`src/rtl/riscv_run_ctrl.sv`:
```
// Run controller for the single-cycle RISC-V core: streams a program into
// instruction memory, sequences core reset, and times the run.
module riscv_run_ctrl #(
    parameter int ADDR_W         = 8,
    parameter int DATA_W         = 32,
    parameter int CNT_W          = 32,
    parameter int TIMEOUT_CYCLES = 1000,
    parameter int RST_HOLD       = 2
) (
    input  logic              clock,
    input  logic              rst,
    input  logic              start,
    input  logic              reload,
    input  logic              abort,
    input  logic              ld_valid,
    output logic              ld_ready,
    input  logic [DATA_W-1:0] ld_data,
    input  logic              ld_last,
    output logic              imem_we,
    output logic [ADDR_W-1:0] imem_addr,
    output logic [DATA_W-1:0] imem_wdata,
    output logic              core_rst,
    input  logic              finish_flag,
    output logic [CNT_W-1:0]  cycle_count,
    output logic [ADDR_W:0]   words_loaded,
    output logic              busy,
    output logic              done,
    output logic              timeout
);

    localparam int HOLD_W = (RST_HOLD > 1) ? $clog2(RST_HOLD) : 1;
    localparam logic [HOLD_W-1:0] HOLD_LAST = HOLD_W'(RST_HOLD - 1);
    localparam logic [CNT_W-1:0]  CNT_LIMIT = CNT_W'(TIMEOUT_CYCLES);

    typedef enum logic [2:0] {
        S_IDLE,
        S_LOAD,
        S_HOLD,
        S_RUN,
        S_DONE,
        S_TIMEOUT
    } state_t;

    state_t            state;
    logic              armed;
    logic [ADDR_W-1:0] ptr;
    logic [HOLD_W-1:0] hold_cnt;
    logic              hs;
    logic              ptr_full;
    logic [CNT_W-1:0]  cnt_inc;

    // The write port is driven straight from the handshake so a word lands
    // in memory on the same edge it is accepted.
    assign ld_ready   = (state == S_LOAD) && !abort;
    assign hs         = ld_valid && ld_ready;
    assign imem_we    = hs;
    assign imem_addr  = ptr;
    assign imem_wdata = ld_data;
    assign ptr_full   = &ptr;
    assign cnt_inc    = cycle_count + CNT_W'(1);

    // Reset release is held off one edge so the FSM never sees a runt release.
    always_ff @(posedge clock or negedge rst) begin
        if (!rst) begin
            armed <= 1'b0;
        end else begin
            armed <= 1'b1;
        end
    end

    always_ff @(posedge clock or negedge rst) begin
        if (!rst) begin
            state        <= S_IDLE;
            ptr          <= '0;
            hold_cnt     <= '0;
            cycle_count  <= '0;
            words_loaded <= '0;
            core_rst     <= 1'b1;
            busy         <= 1'b0;
            done         <= 1'b0;
            timeout      <= 1'b0;
        end else if (armed) begin
            if (abort) begin
                state    <= S_IDLE;
                core_rst <= 1'b1;
                busy     <= 1'b0;
                done     <= 1'b0;
                timeout  <= 1'b0;
            end else begin
                unique case (state)
                    S_IDLE: begin
                        ptr          <= '0;
                        words_loaded <= '0;
                        cycle_count  <= '0;
                        done         <= 1'b0;
                        timeout      <= 1'b0;
                        if (start) begin
                            state <= S_LOAD;
                            busy  <= 1'b1;
                        end
                    end
                    S_LOAD: begin
                        if (hs) begin
                            ptr          <= ptr + ADDR_W'(1);
                            words_loaded <= words_loaded + (ADDR_W+1)'(1);
                            if (ld_last || ptr_full) begin
                                state    <= S_HOLD;
                                hold_cnt <= '0;
                            end
                        end
                    end
                    S_HOLD: begin
                        if (hold_cnt == HOLD_LAST) begin
                            state    <= S_RUN;
                            core_rst <= 1'b0;
                        end else begin
                            hold_cnt <= hold_cnt + HOLD_W'(1);
                        end
                    end
                    S_RUN: begin
                        // A finish on the budget edge still counts as done.
                        if (finish_flag) begin
                            state    <= S_DONE;
                            done     <= 1'b1;
                            busy     <= 1'b0;
                            core_rst <= 1'b1;
                        end else begin
                            cycle_count <= cnt_inc;
                            if (cnt_inc == CNT_LIMIT) begin
                                state    <= S_TIMEOUT;
                                timeout  <= 1'b1;
                                busy     <= 1'b0;
                                core_rst <= 1'b1;
                            end
                        end
                    end
                    S_DONE, S_TIMEOUT: begin
                        if (start) begin
                            cycle_count <= '0;
                            done        <= 1'b0;
                            timeout     <= 1'b0;
                            busy        <= 1'b1;
                            hold_cnt    <= '0;
                            if (reload) begin
                                state        <= S_LOAD;
                                ptr          <= '0;
                                words_loaded <= '0;
                            end else begin
                                state <= S_HOLD;
                            end
                        end
                    end
                    default: begin
                        state <= S_IDLE;
                    end
                endcase
            end
        end
    end

endmodule

```
`config.mk`:
```
export PLATFORM = sky130hd
export DESIGN_NAME = riscv_run_ctrl
export DESIGN_NICKNAME = d
export VERILOG_FILES = /design/src/rtl/riscv_run_ctrl.sv
export SDC_FILE = /design/constraint.sdc
export NUM_CORES = 1
export LEC_CHECK = 0
export ABC_AREA = 1
export ABC_CLOCK_PERIOD_IN_PS = 2000
export CAP_MARGIN = 20
export CELL_PAD_IN_SITES_DETAIL_PLACEMENT = 1
export CELL_PAD_IN_SITES_GLOBAL_PLACEMENT = 1
export CORE_ASPECT_RATIO = 0.5
export CORE_MARGIN = 1
export CORE_UTILIZATION = 30
export DETAILED_ROUTE_END_ITERATION = 16
export GPL_ROUTABILITY_DRIVEN = 0
export PLACE_DENSITY = 0.9
export SYNTH_ARGS = -nofsm -noshare
export SYNTH_HDL_FRONTEND = slang
export SYNTH_SLANG_ARGS = --single-unit
```
`constraint.sdc`:
```
create_clock -name clock -period 2 [get_ports clock]
set_input_delay 0.6 -clock clock [delete_from_list [all_inputs] [get_ports clock]]
set_output_delay 0.6 -clock clock [all_outputs]
set_load 0.01 [all_outputs]
```
Figure 1. M1 wires.
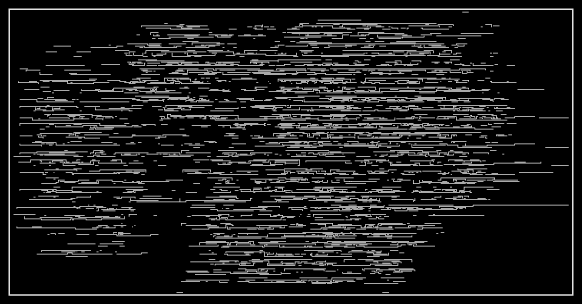
main direction: horizontal
wire length on this layer: 7870 microns

Figure 2. The metal 2 layer.
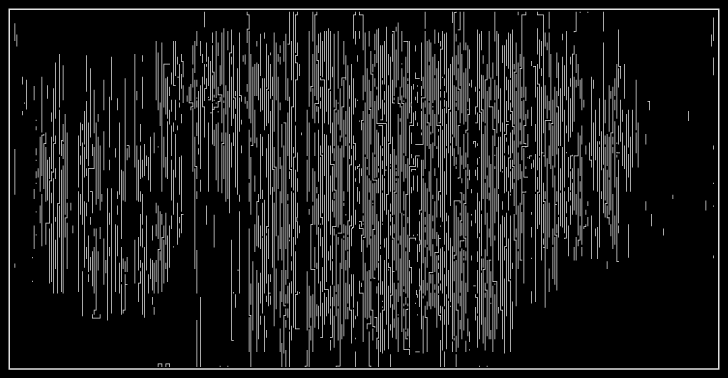
main direction: vertical
nets with wire on the layer: 760

Figure 3. Signal wires on met3.
Bar = 50 microns.
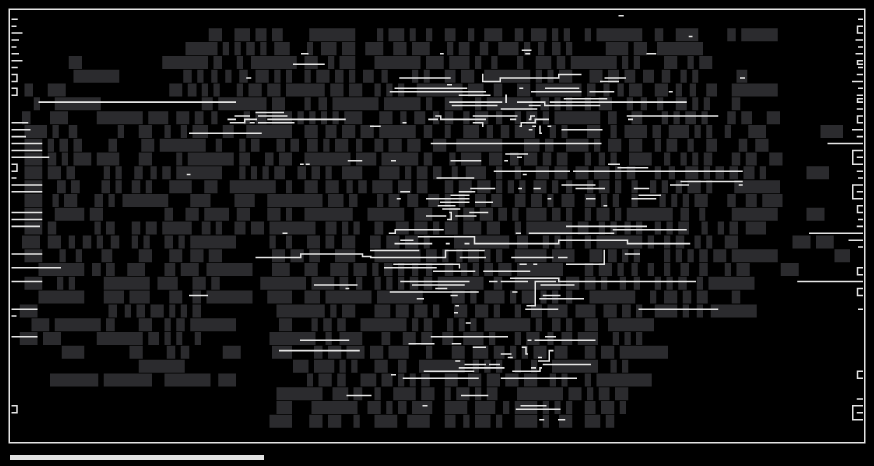
share of all routed wire: 6.5%
longest straight run: 38.6 microns
via count: 5344
global-route met3 utilization: 5.27%
drt total wl: 20600 microns

Figure 4. M4 wires.
Bar = 50 microns.
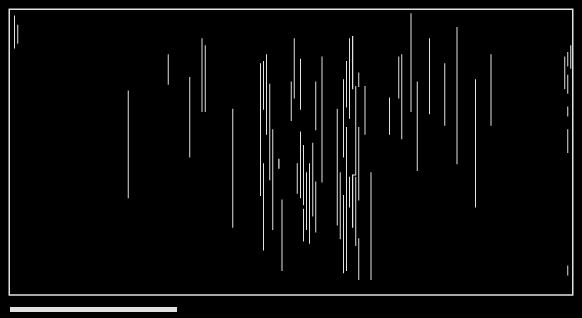
share of all routed wire: 5.9%
longest straight run: 42.8 microns
wire length on this layer: 1210 microns
nets with wire on the layer: 58

Figure 5. Routing congestion.
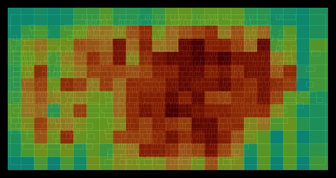
total global routing track utilization: 25.4%
met2 routing resource usage after global routing: 45.7%
met1 layer usage reported by global route: 28.8%

==> results.txt <==
run metrics: run status finished with violations, failing checks setup timing, grt peak-use layer met2, ys cells 625, arithmetic-cell share of the synthesized area counting full adders, half adders and majority gates 1.21%, EDFF count, synth 0, YS warnings 0, complex-gate fraction of the synthesized area under 10%, area of the mapped netlist between 0.004 and 0.005 sq mm, CP Launch Type register, tool warnings 29, Final Cycle Share 128%, number of different library cells in the post-synthesis netlist 36, detailed-routing iteration count for the pre-antenna-repair pass 6, LEAKAGE 3.34 nW, cells taking the most area after synthesis sky130_fd_sc_hd__dfrtp_1 (34%), sky130_fd_sc_hd__nand2_1 (15%), sky130_fd_sc_hd__inv_1 (7.2%), TritonCTS clock tree done, most used logic cell in the final layout sky130_fd_sc_hd__nand2_1, Antenna Cells 0, maximum number of pins on one net before global-route repair 59, total clock buffers created by CTS 9, Setup WS pre-CTS -0.565 ns, Initial DRC Count between 400 and 500, count of final setup violators 9, Clock Tree Buf Depth 2, comb area leader simple AND/OR/NAND/NOR gates, Slowest cell on crit path sky130_fd_sc_hd__dfrtp_1, Max FO, Critical Path 6, signal arrival time at the worst endpoint roughly 2.8 ns, Post-synth seq share 35.0%, global-route wire length before repair 28200 microns, peak ir drop on the vdd network 437 uV, register name with the most flops cycle_count, die area 0.0143 sq mm, cell area after placement 0.00553 sq mm, Crit path largest cell delay approximately 0.41 ns, quantity of I/O buffers inserted on ports 62, number of antenna violations at the first check in global routing 0, vertical die size 85.1 microns, Top-area cell share 34.4%, PD cells 695 mW/mm^2, Largest register FFs 32, post-route DRC violation count 0, sequential standard cell area 0.00146 sq mm, top sig layer met4, post-synthesis to final-layout area growth 56.5%, max frequency 389 MHz, cells after synthesis 625, Clk Tree Root Cell sky130_fd_sc_hd__clkbuf_16, fraction of the core area occupied by cells at floorplan a little under a third, Final Critical Period 2.57 ns, final cell count without fillers 966, Synth top cells by count sky130_fd_sc_hd__nand2_1 (169), sky130_fd_sc_hd__inv_1 (79), sky130_fd_sc_hd__nor2_1 (78), type of the tightest min-delay check in -> async, remaining global-route overflow 0, placement row count 29, critical path cell sequence nand2_1, nor2_2, nand2_4, buf_4, o21ai_0, nand2_1, nor2_2, nand3_1, nor2_2, nand4_1, nand2_2, nand4_1, nand2_1, Yosys Chip Area 0.00415 sq mm, Total Negative Setup Slacks -3.14 ns, met2 wire len 10100 microns, maximum clock skew at final layout between 0.007 and 0.008 ns, post-synthesis area per instance 6.63 sq um, Max Cap Viol 0, endpoints failing hold 0, RSZ-0062 raised after global routing yes, average vias per placed instance approximately 5.5, final total power 4.51 mW, Worst Setup Slack, final -0.570 ns, Reg clk slew, reported paths 0.06 ns, met3 wire length roughly 1300 microns, via count of the first global-routing pass approximately 5500, Post-Synthesis Net Count 669, worst setup path category reg -> reg, boundary pin count 127, primary flip-flop cell chosen by synthesis mapping sky130_fd_sc_hd__dfrtp_1, die width about 170 microns, Post-Place Cells approximately 900, async set-or-reset flop fraction in the synthesized netlist 100%, Bufs and invs on worst path 1, Post-CTS Setup Repair Bufs 15, XOR-XNOR Cells, Area Fraction 0.634%, total of hold buffers inserted after clock tree synthesis 0, synthesis-stage register bit count 58, Final nets around 840, Top cells excl fill/tap sky130_fd_sc_hd__nand2_1 (143), sky130_fd_sc_hd__buf_4 (127), sky130_fd_sc_hd__inv_1 (73), Detailed Place HPWL 11500 microns, Logic area 0.00244 sq mm, area fraction in and, or, nand and nor cells after synthesis 39.8%, wire length per cell 21.3 microns, fraction of synthesized area in multiplexers 0%, category of cells accounting for the largest share of critical-path delay simple AND/OR/NAND/NOR gates, post-route core utilization 49.7%, count of pins over their slew limit 0, most area-hungry cell type in the Yosys netlist sky130_fd_sc_hd__dfrtp_1, Gates resized, CTS repair 62, Final Instance Area 0.00649 sq mm, Crit path required time 2.27 ns, Routed met1 length slightly below 8000 microns, count of nets left with antenna violations after detail routing 0, Yosys top cell by instances sky130_fd_sc_hd__nand2_1, layout filler cell count 1618, clock sink count slightly below 60, H-Tree Level Count 3, ratio of cells with drive above 1 in the final layout 33.5%, crit path capture type register, floorplan core area 0.0131 sq mm, Hold Worst Slack 0.266 ns, clock latency on the worst-skew pair approximately 0.34 ns
-- area by class of cell --
cell class	instances	share of cell area [%]
clock buffer	11	3.90
inverter	82	4.74
clock inverter	5	1.54
timing repair buffer	198	26.5
sequential	58	22.5
tap	170	3.28
multi-input combinational	442	37.6
-- worst paths after layout --
path	startpoint	end	slack [ns]	cells after the start
worst max-delay path	cycle_count[3]	state[2]	-0.57	13
worst min-delay path	rst	cycle_count[20]	0.27	2
worst max register to register	cycle_count[3]	state[2]	-0.57	13
worst min register to register	core_rst	core_rst	0.47	2
max in group asynchronous	rst	core_rst	1.40	2
min in group clock	core_rst	core_rst	0.47	2
-- report_power, final --
group	switching (mW)	internal, mW	total, mW
combinational	0.716	0.526	1.24
sequential	0.0872	1.28	1.37
clock	0.621	1.28	1.90
total	1.42	3.09	4.51
No activity file was given, so power comes from the tool's default toggle rates.
